## src/rtl/eth_test_pkg.sv

```systemverilog
`default_nettype none
// ============================================================================
// Module      : eth_test_pkg
// Description : Shared types and constants for the Ethernet PRBS test path.
//               Holds the payload-generator state encoding, the LFSR word
//               width, the sequence-number prefix size and the XNOR-LFSR
//               lockup value.
// Revision    : 1.0 - initial release
// ============================================================================
package eth_test_pkg;

    localparam int LFSR_W    = 32;
    localparam int SEQ_BYTES = 2;

    // An XNOR-feedback LFSR never leaves the all-ones state.
    localparam logic [LFSR_W-1:0] LFSR_LOCKUP = 32'hFFFF_FFFF;

    typedef enum logic [2:0] {
        ST_IDLE    = 3'd0,
        ST_SEED    = 3'd1,
        ST_SEQ_HI  = 3'd2,
        ST_SEQ_LO  = 3'd3,
        ST_PAYLOAD = 3'd4,
        ST_GAP     = 3'd5
    } gen_state_t;

    // Replace the lockup seed by all-zeros so the sequence always advances.
    function automatic logic [LFSR_W-1:0] safe_seed(input logic [LFSR_W-1:0] seed);
        return (seed == LFSR_LOCKUP) ? '0 : seed;
    endfunction

endpackage
`default_nettype wire

```

## src/rtl/lfsr_payload_gen.sv

```systemverilog
`default_nettype none
// ============================================================================
// Module      : lfsr_payload_gen
// Description : PRBS test-frame payload generator. Seeds and steps an external
//               32-bit XNOR LFSR, serialises its words MSB-first into a byte
//               stream with a 16-bit sequence-number prefix and a last-byte
//               marker, and inserts a fixed idle gap between frames.
// Revision    : 1.0 - initial release
//
// Ports
//   i_clk, i_rst_n     clock, asynchronous active-low reset
//   i_enable           frames run back-to-back while high
//   i_seed             LFSR seed, captured when leaving IDLE
//   i_payload_len      PRBS bytes per frame (sequence bytes excluded)
//   o_lfsr_rst_seed    one-cycle seed-load strobe to the LFSR
//   o_lfsr_enable      one-cycle step strobe to the LFSR
//   o_lfsr_seed        captured seed to the LFSR
//   i_lfsr_data        current LFSR word
//   o_tdata/o_tvalid/i_tready/o_tlast   byte stream with handshake
//   o_busy             high whenever not IDLE
//   o_frame_count      completed frames, wraps at 16 bits
// ============================================================================
module lfsr_payload_gen
    import eth_test_pkg::*;
#(
    parameter int LEN_W      = 11,
    parameter int GAP_CYCLES = 12
) (
    input  logic                  i_clk,
    input  logic                  i_rst_n,
    input  logic                  i_enable,
    input  logic [LFSR_W-1:0]     i_seed,
    input  logic [LEN_W-1:0]      i_payload_len,
    output logic                  o_lfsr_rst_seed,
    output logic                  o_lfsr_enable,
    output logic [LFSR_W-1:0]     o_lfsr_seed,
    input  logic [LFSR_W-1:0]     i_lfsr_data,
    output logic [7:0]            o_tdata,
    output logic                  o_tvalid,
    input  logic                  i_tready,
    output logic                  o_tlast,
    output logic                  o_busy,
    output logic [SEQ_BYTES*8-1:0] o_frame_count
);

    localparam int               c_SEQ_W    = SEQ_BYTES * 8;
    localparam int               c_GAP_W    = $clog2(GAP_CYCLES + 1);
    // Counting down to zero inclusive gives exactly GAP_CYCLES idle cycles.
    localparam logic [c_GAP_W-1:0] c_GAP_LOAD = c_GAP_W'(GAP_CYCLES - 1);

    gen_state_t          r_state,         w_state_nxt;
    logic [LFSR_W-1:0]   r_seed,          w_seed_nxt;
    logic [LEN_W-1:0]    r_len,           w_len_nxt;
    logic [LEN_W-1:0]    r_remain,        w_remain_nxt;
    logic [1:0]          r_byte_idx,      w_byte_idx_nxt;
    logic [c_GAP_W-1:0]  r_gap_cnt,       w_gap_cnt_nxt;
    logic [LFSR_W-1:0]   r_word,          w_word_nxt;
    logic [7:0]          r_tdata,         w_tdata_nxt;
    logic                r_tvalid,        w_tvalid_nxt;
    logic                r_tlast,         w_tlast_nxt;
    logic                r_busy,          w_busy_nxt;
    logic                r_lfsr_rst_seed, w_lfsr_rst_seed_nxt;
    logic                r_lfsr_enable,   w_lfsr_enable_nxt;
    logic [c_SEQ_W-1:0]  r_frame_count,   w_frame_count_nxt;

    logic                w_hs;
    logic [1:0]          w_idx_inc;
    logic [7:0]          w_next_byte;
    logic                w_load_word;
    logic                w_enter_seq;
    logic                w_finish;

    assign w_hs        = r_tvalid & i_tready;
    assign w_idx_inc   = r_byte_idx + 2'd1;
    // Byte k of the word (MSB-first) lives at bit offset 8*(3-k); ~k == 3-k.
    assign w_next_byte = r_word[{~w_idx_inc, 3'b000} +: 8];

    always_comb begin
        w_state_nxt         = r_state;
        w_seed_nxt          = r_seed;
        w_len_nxt           = r_len;
        w_remain_nxt        = r_remain;
        w_byte_idx_nxt      = r_byte_idx;
        w_gap_cnt_nxt       = r_gap_cnt;
        w_word_nxt          = r_word;
        w_tdata_nxt         = r_tdata;
        w_tvalid_nxt        = r_tvalid;
        w_tlast_nxt         = r_tlast;
        w_frame_count_nxt   = r_frame_count;
        w_lfsr_rst_seed_nxt = 1'b0;
        w_lfsr_enable_nxt   = 1'b0;
        w_load_word         = 1'b0;
        w_enter_seq         = 1'b0;
        w_finish            = 1'b0;

        case (r_state)
            ST_IDLE: begin
                if (i_enable) begin
                    w_seed_nxt          = safe_seed(i_seed);
                    w_lfsr_rst_seed_nxt = 1'b1;
                    w_state_nxt         = ST_SEED;
                end
            end
            ST_SEED: begin
                w_enter_seq = 1'b1;
            end
            ST_SEQ_HI: begin
                if (w_hs) begin
                    w_state_nxt = ST_SEQ_LO;
                    w_tdata_nxt = r_frame_count[7:0];
                    w_tlast_nxt = (r_len == '0);
                end
            end
            ST_SEQ_LO: begin
                if (w_hs) begin
                    if (r_len == '0) begin
                        w_finish = 1'b1;
                    end else begin
                        w_load_word  = 1'b1;
                        w_remain_nxt = r_len;
                        w_tlast_nxt  = (r_len == LEN_W'(1));
                        w_state_nxt  = ST_PAYLOAD;
                    end
                end
            end
            ST_PAYLOAD: begin
                if (w_hs) begin
                    if (r_tlast) begin
                        w_finish = 1'b1;
                    end else begin
                        // r_remain counts the byte on the bus plus those after it.
                        w_remain_nxt = r_remain - LEN_W'(1);
                        w_tlast_nxt  = (r_remain == LEN_W'(2));
                        if (r_byte_idx == 2'd3) begin
                            w_load_word = 1'b1;
                        end else begin
                            w_byte_idx_nxt = w_idx_inc;
                            w_tdata_nxt    = w_next_byte;
                        end
                    end
                end
            end
            ST_GAP: begin
                if (r_gap_cnt == '0) begin
                    if (i_enable) begin
                        w_enter_seq = 1'b1;
                    end else begin
                        w_state_nxt = ST_IDLE;
                    end
                end else begin
                    w_gap_cnt_nxt = r_gap_cnt - c_GAP_W'(1);
                end
            end
            default: begin
                w_state_nxt = ST_IDLE;
            end
        endcase

        // The word is taken now and the LFSR steps one cycle later, so the
        // following word has settled well before byte 3 of this one is sent.
        if (w_load_word) begin
            w_word_nxt        = i_lfsr_data;
            w_tdata_nxt       = i_lfsr_data[LFSR_W-1 -: 8];
            w_byte_idx_nxt    = 2'd0;
            w_lfsr_enable_nxt = 1'b1;
        end

        if (w_finish) begin
            w_frame_count_nxt = r_frame_count + c_SEQ_W'(1);
            w_tvalid_nxt      = 1'b0;
            w_tlast_nxt       = 1'b0;
            w_tdata_nxt       = 8'h00;
            w_gap_cnt_nxt     = c_GAP_LOAD;
            w_state_nxt       = ST_GAP;
        end

        if (w_enter_seq) begin
            w_len_nxt    = i_payload_len;
            w_tvalid_nxt = 1'b1;
            w_tdata_nxt  = r_frame_count[c_SEQ_W-1 -: 8];
            w_tlast_nxt  = 1'b0;
            w_state_nxt  = ST_SEQ_HI;
        end

        w_busy_nxt = (w_state_nxt != ST_IDLE);
    end

    always_ff @(posedge i_clk or negedge i_rst_n) begin
        if (!i_rst_n) begin
            r_state         <= ST_IDLE;
            r_seed          <= '0;
            r_len           <= '0;
            r_remain        <= '0;
            r_byte_idx      <= '0;
            r_gap_cnt       <= '0;
            r_word          <= '0;
            r_tdata         <= '0;
            r_tvalid        <= 1'b0;
            r_tlast         <= 1'b0;
            r_busy          <= 1'b0;
            r_lfsr_rst_seed <= 1'b0;
            r_lfsr_enable   <= 1'b0;
            r_frame_count   <= '0;
        end else begin
            r_state         <= w_state_nxt;
            r_seed          <= w_seed_nxt;
            r_len           <= w_len_nxt;
            r_remain        <= w_remain_nxt;
            r_byte_idx      <= w_byte_idx_nxt;
            r_gap_cnt       <= w_gap_cnt_nxt;
            r_word          <= w_word_nxt;
            r_tdata         <= w_tdata_nxt;
            r_tvalid        <= w_tvalid_nxt;
            r_tlast         <= w_tlast_nxt;
            r_busy          <= w_busy_nxt;
            r_lfsr_rst_seed <= w_lfsr_rst_seed_nxt;
            r_lfsr_enable   <= w_lfsr_enable_nxt;
            r_frame_count   <= w_frame_count_nxt;
        end
    end

    assign o_lfsr_rst_seed = r_lfsr_rst_seed;
    assign o_lfsr_enable   = r_lfsr_enable;
    assign o_lfsr_seed     = r_seed;
    assign o_tdata         = r_tdata;
    assign o_tvalid        = r_tvalid;
    assign o_tlast         = r_tlast;
    assign o_busy          = r_busy;
    assign o_frame_count   = r_frame_count;

endmodule
`default_nettype wire

```

## config.mk

```make
export PLATFORM = sky130hd
export DESIGN_NAME = lfsr_payload_gen
export DESIGN_NICKNAME = d
export VERILOG_FILES = /design/src/rtl/eth_test_pkg.sv /design/src/rtl/lfsr_payload_gen.sv
export SDC_FILE = /design/constraint.sdc
export NUM_CORES = 1
export LEC_CHECK = 0
export CAP_MARGIN = 20
export CORE_MARGIN = 2
export CORE_UTILIZATION = 45
export DETAILED_ROUTE_END_ITERATION = 7
export PLACE_DENSITY = 0.76
export SLEW_MARGIN = 10
export SYNTH_ARGS = -nofsm -noshare
export SYNTH_HDL_FRONTEND = slang
export SYNTH_SLANG_ARGS = --single-unit
```

## constraint.sdc

```tcl
create_clock -name i_clk -period 2.1 [get_ports i_clk]
set_clock_uncertainty 0.05 [all_clocks]
set_input_delay 0.315 -clock i_clk [delete_from_list [all_inputs] [get_ports i_clk]]
set_output_delay 0.315 -clock i_clk [all_outputs]
set_load 0.05 [all_outputs]
```

Fig. 1: run 1, pin map
Scale bar: 20 um. Pins as bars across the die edge, other pins in gray.
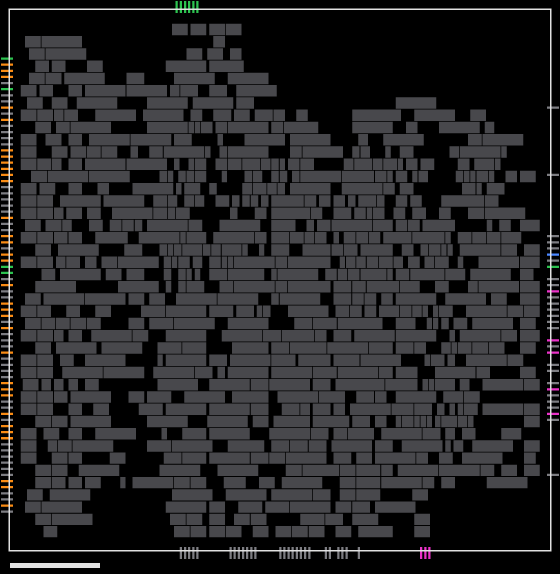
legend:
  orange:
    port: o_lfsr_seed
    pins: 32
    direction: output
    edge: left
  magenta:
    port: o_tdata
    pins: 8
    direction: output
    edge: 5 right, 3 bottom
  blue:
    port: o_tvalid
    pins: 1
    direction: output
    edge: right
  green:
    port: i_payload_len
    pins: 11
    direction: input
    edge: 6 top, 4 left, 1 right
all pins by edge: 75 left, 30 right, 29 bottom, 6 top

Fig. 2: run 1, clock wiring as the flow saved it
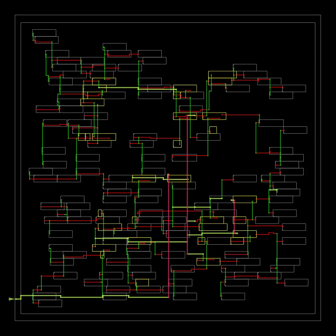
Clock Buffer Count: 22
num sequential: 124

Fig. 3: run 1, metal 1
Scale bar: 20 um.
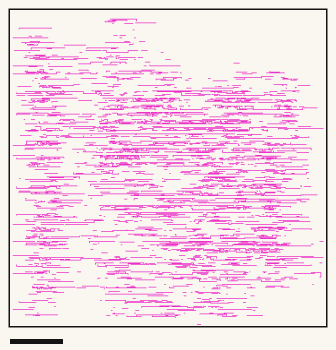
main direction: horizontal
longest straight run: 63.0 um

==> impl_metrics.toml, run 1 <==
# implementation run metrics
[status]
status = "complete, but fails checks"
violations = "setup timing"

[worst_setup_path]
max_stage_delay_ns = 0.51
rrSetupSlack_ns = -0.05
critPathBufInv = 2
arrival_ns = 2.39
crit_cells = 7

[sta]
timing.final.ws_setup_ns = -0.0474
finalCriticalPeriod_ns = 2.15
finalSetupViolations = 5
drv_slew = 0

[power]
p_seq_frac = 0.297
peakVddDrop_uv = 1290

[place]
place_area_um2 = 7910

[floorplan]
coreArea_um2 = 13200
die.size.y_um = 120

[clock_network]
clock_latency_ns = 0.41
clock-sinks = 124

[route]
ant_nets = 0

[synthesis]
ys_sh_xor = 0.0261
top_logic_kind = "multiplexers"
ys_chip_area_um2 = 6050
yosys_most_used_dff = "dfrtp_1"
yosys-top-cells-count = "dfrtp_1 (124), mux2_2 (43), a22o_1 (32), nand2_1 (31), nor2_1 (22)"
postSynthSeqShare = 0.513
ys_ff = 124

[grt]
use_met3 = 0.0713

[cells_and_area]
num-nets-final = 758

[job]
warning_count = 29
-- run 1: metal layers --
layer | vias up | part of all wire
met4 | 0 | 0.019
met3 | 22 | 0.072
li1 | 2223 | -
met5 | - | 0
met1 | 2452 | 0.42
met2 | 224 | 0.49
-- run 1: area by class of cell --
class                           instances  area [um2]
Multi-Input combinational cell        330        2970
Tap cell                              176         220
Clock inverter                         10         114
Timing Repair Buffer                  193        1910
Inverter                                8        32.5
Sequential cell                       124        3110
Fill cell                             928        4360
Clock buffer                           22         474
-- run 1: kinds of logic (layout without fill, tap and decap cells) --
family          after synthesis  after routing
flops                       124            124
simple gates                124            124
compound gates              114            114
mux                          69             69
buf+inv                      36            233
xor+xnor                     18             18
fa+ha+maj                     5              5
Fig. 4: run 1, register map, names as in the netlist
Scale bar: 20 um. Other sequential cells in the stronger gray, the rest of the logic in the fainter gray.
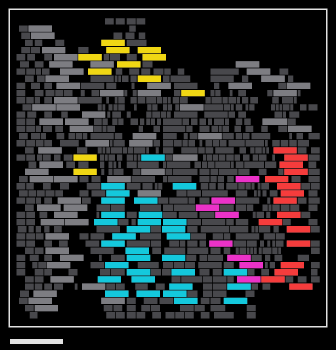

==> inputs of run 2 (changes only) <==
--- a/config.mk
+++ b/config.mk
@@ -6,8 +6,10 @@
 export NUM_CORES = 1
 export LEC_CHECK = 0
 export CAP_MARGIN = 20
+export CELL_PAD_IN_SITES_DETAIL_PLACEMENT = 1
+export CELL_PAD_IN_SITES_GLOBAL_PLACEMENT = 1
 export CORE_MARGIN = 2
-export CORE_UTILIZATION = 45
+export CORE_UTILIZATION = 36
 export DETAILED_ROUTE_END_ITERATION = 7
 export PLACE_DENSITY = 0.76
 export SLEW_MARGIN = 10
Fig. 5: run 2, register map, names as in the netlist
Scale bar: 50 um. Other sequential cells in the stronger gray, the rest of the logic in the fainter gray.
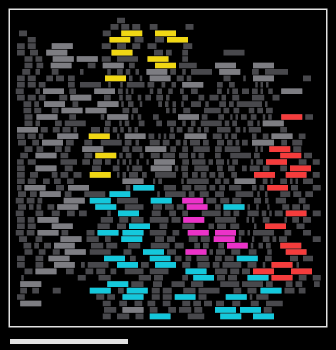
legend:
  magenta:
    netlist_name: o_tdata
    sequential_cells: 8
  red:
    netlist_name: o_frame_count
    sequential_cells: 16
  cyan:
    netlist_name: r_word
    sequential_cells: 32
  yellow:
    netlist_name: r_len
    sequential_cells: 11
not colored: 57

Fig. 6: run 2, clock wiring as the flow saved it
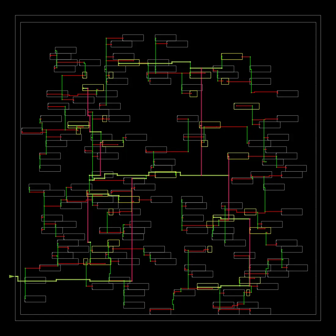
Latency at later pin: 0.42 ns
clk pwr: 2750 uW

Fig. 7: run 2, metal 1
Scale bar: 50 um.
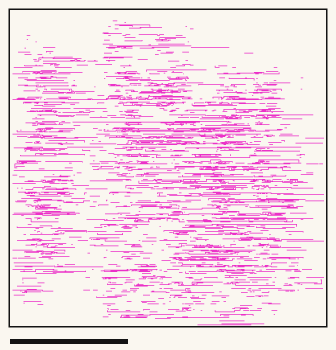
main direction: horizontal
nets with wire on the layer: 680
wire length on this layer: 8230 um
longest straight run: 53.8 um
share of all routed wire: 43%

==> run 2 against run 1 <==
Compared with the run above: the flow still finishes with violations (setup timing); clock-buffer cell count is 2 lower; die area rose by 24%; sequential share of layout area is 0.16 points higher; register-to-register slack got worse by 0.04 ns; non-clock buffer count up 3; largest cell class unchanged; fmax down 1.8%; sequential power increased by 1%; sequential cell count stayed put.
==> impl_metrics.toml, run 2 <==
# implementation run metrics
[sta]
finalSetupViolations = 8
drv_slew = 0
timing.final.ws_setup_ns = -0.0878

[cells_and_area]
ff_latch_area_um2 = 3110
clockBufferCount = 20
flops = 124
comb_area_frac = 0.332
sh_seq_area = 0.353
largest_class = "flip-flops and latches"
nonClkBufAreaFrac = 0.216
clock_area_frac = 0.0631
inv_count = 8
n_all_buffers = 196

[route]
wl_met2_um = 9630
wl_met1_um = 8230
ant_nets = 0
dr.max_layer_used = "met4"

[worst_setup_path]
rrSetupSlack_ns = -0.09
arrival_ns = 2.44

[status]
status = "complete, but fails checks"
violations = "setup timing"

[grt]
use_met3 = 0.0620

[synthesis]
ys_sh_xor = 0.0261
ys_ff = 124
top_logic_kind = "multiplexers"

[floorplan]
taps = 220

[place]
place_area_um2 = 8030

[power]
peakVddDrop_uv = 937
## run 2: cell counts after synthesis
Identical to the previous run, type by type.
## run 2: worst max-delay path, cell delays in order (launching register included)
cell and delay [ns]:
dfrtp_1 0.42, nor4_4 0.38, and4b_2 0.34, buf_4 0.14, a211oi_2 0.09, a21oi_4 0.16
buf_12 0.15, mux2_2 0.34
## run 2: repair_timing
action,4_1_cts,5_1_grt
endpoints found under the hold margin,17,0
hold buffers,1,0
pin swaps,3,9
buffers inserted,2,2
resized,19,22
endpoints found under the setup margin,32,57
## run 2: report_power, final
group | switching (uW) | total [uW] | internal, uW
clock network | 1080 | 2750 | 1670
registers | 887 | 4280 | 3390
logic | 3610 | 7000 | 3390
total | 5570 | 14000 | 8460
No activity file was given, so power comes from the tool's default toggle rates.
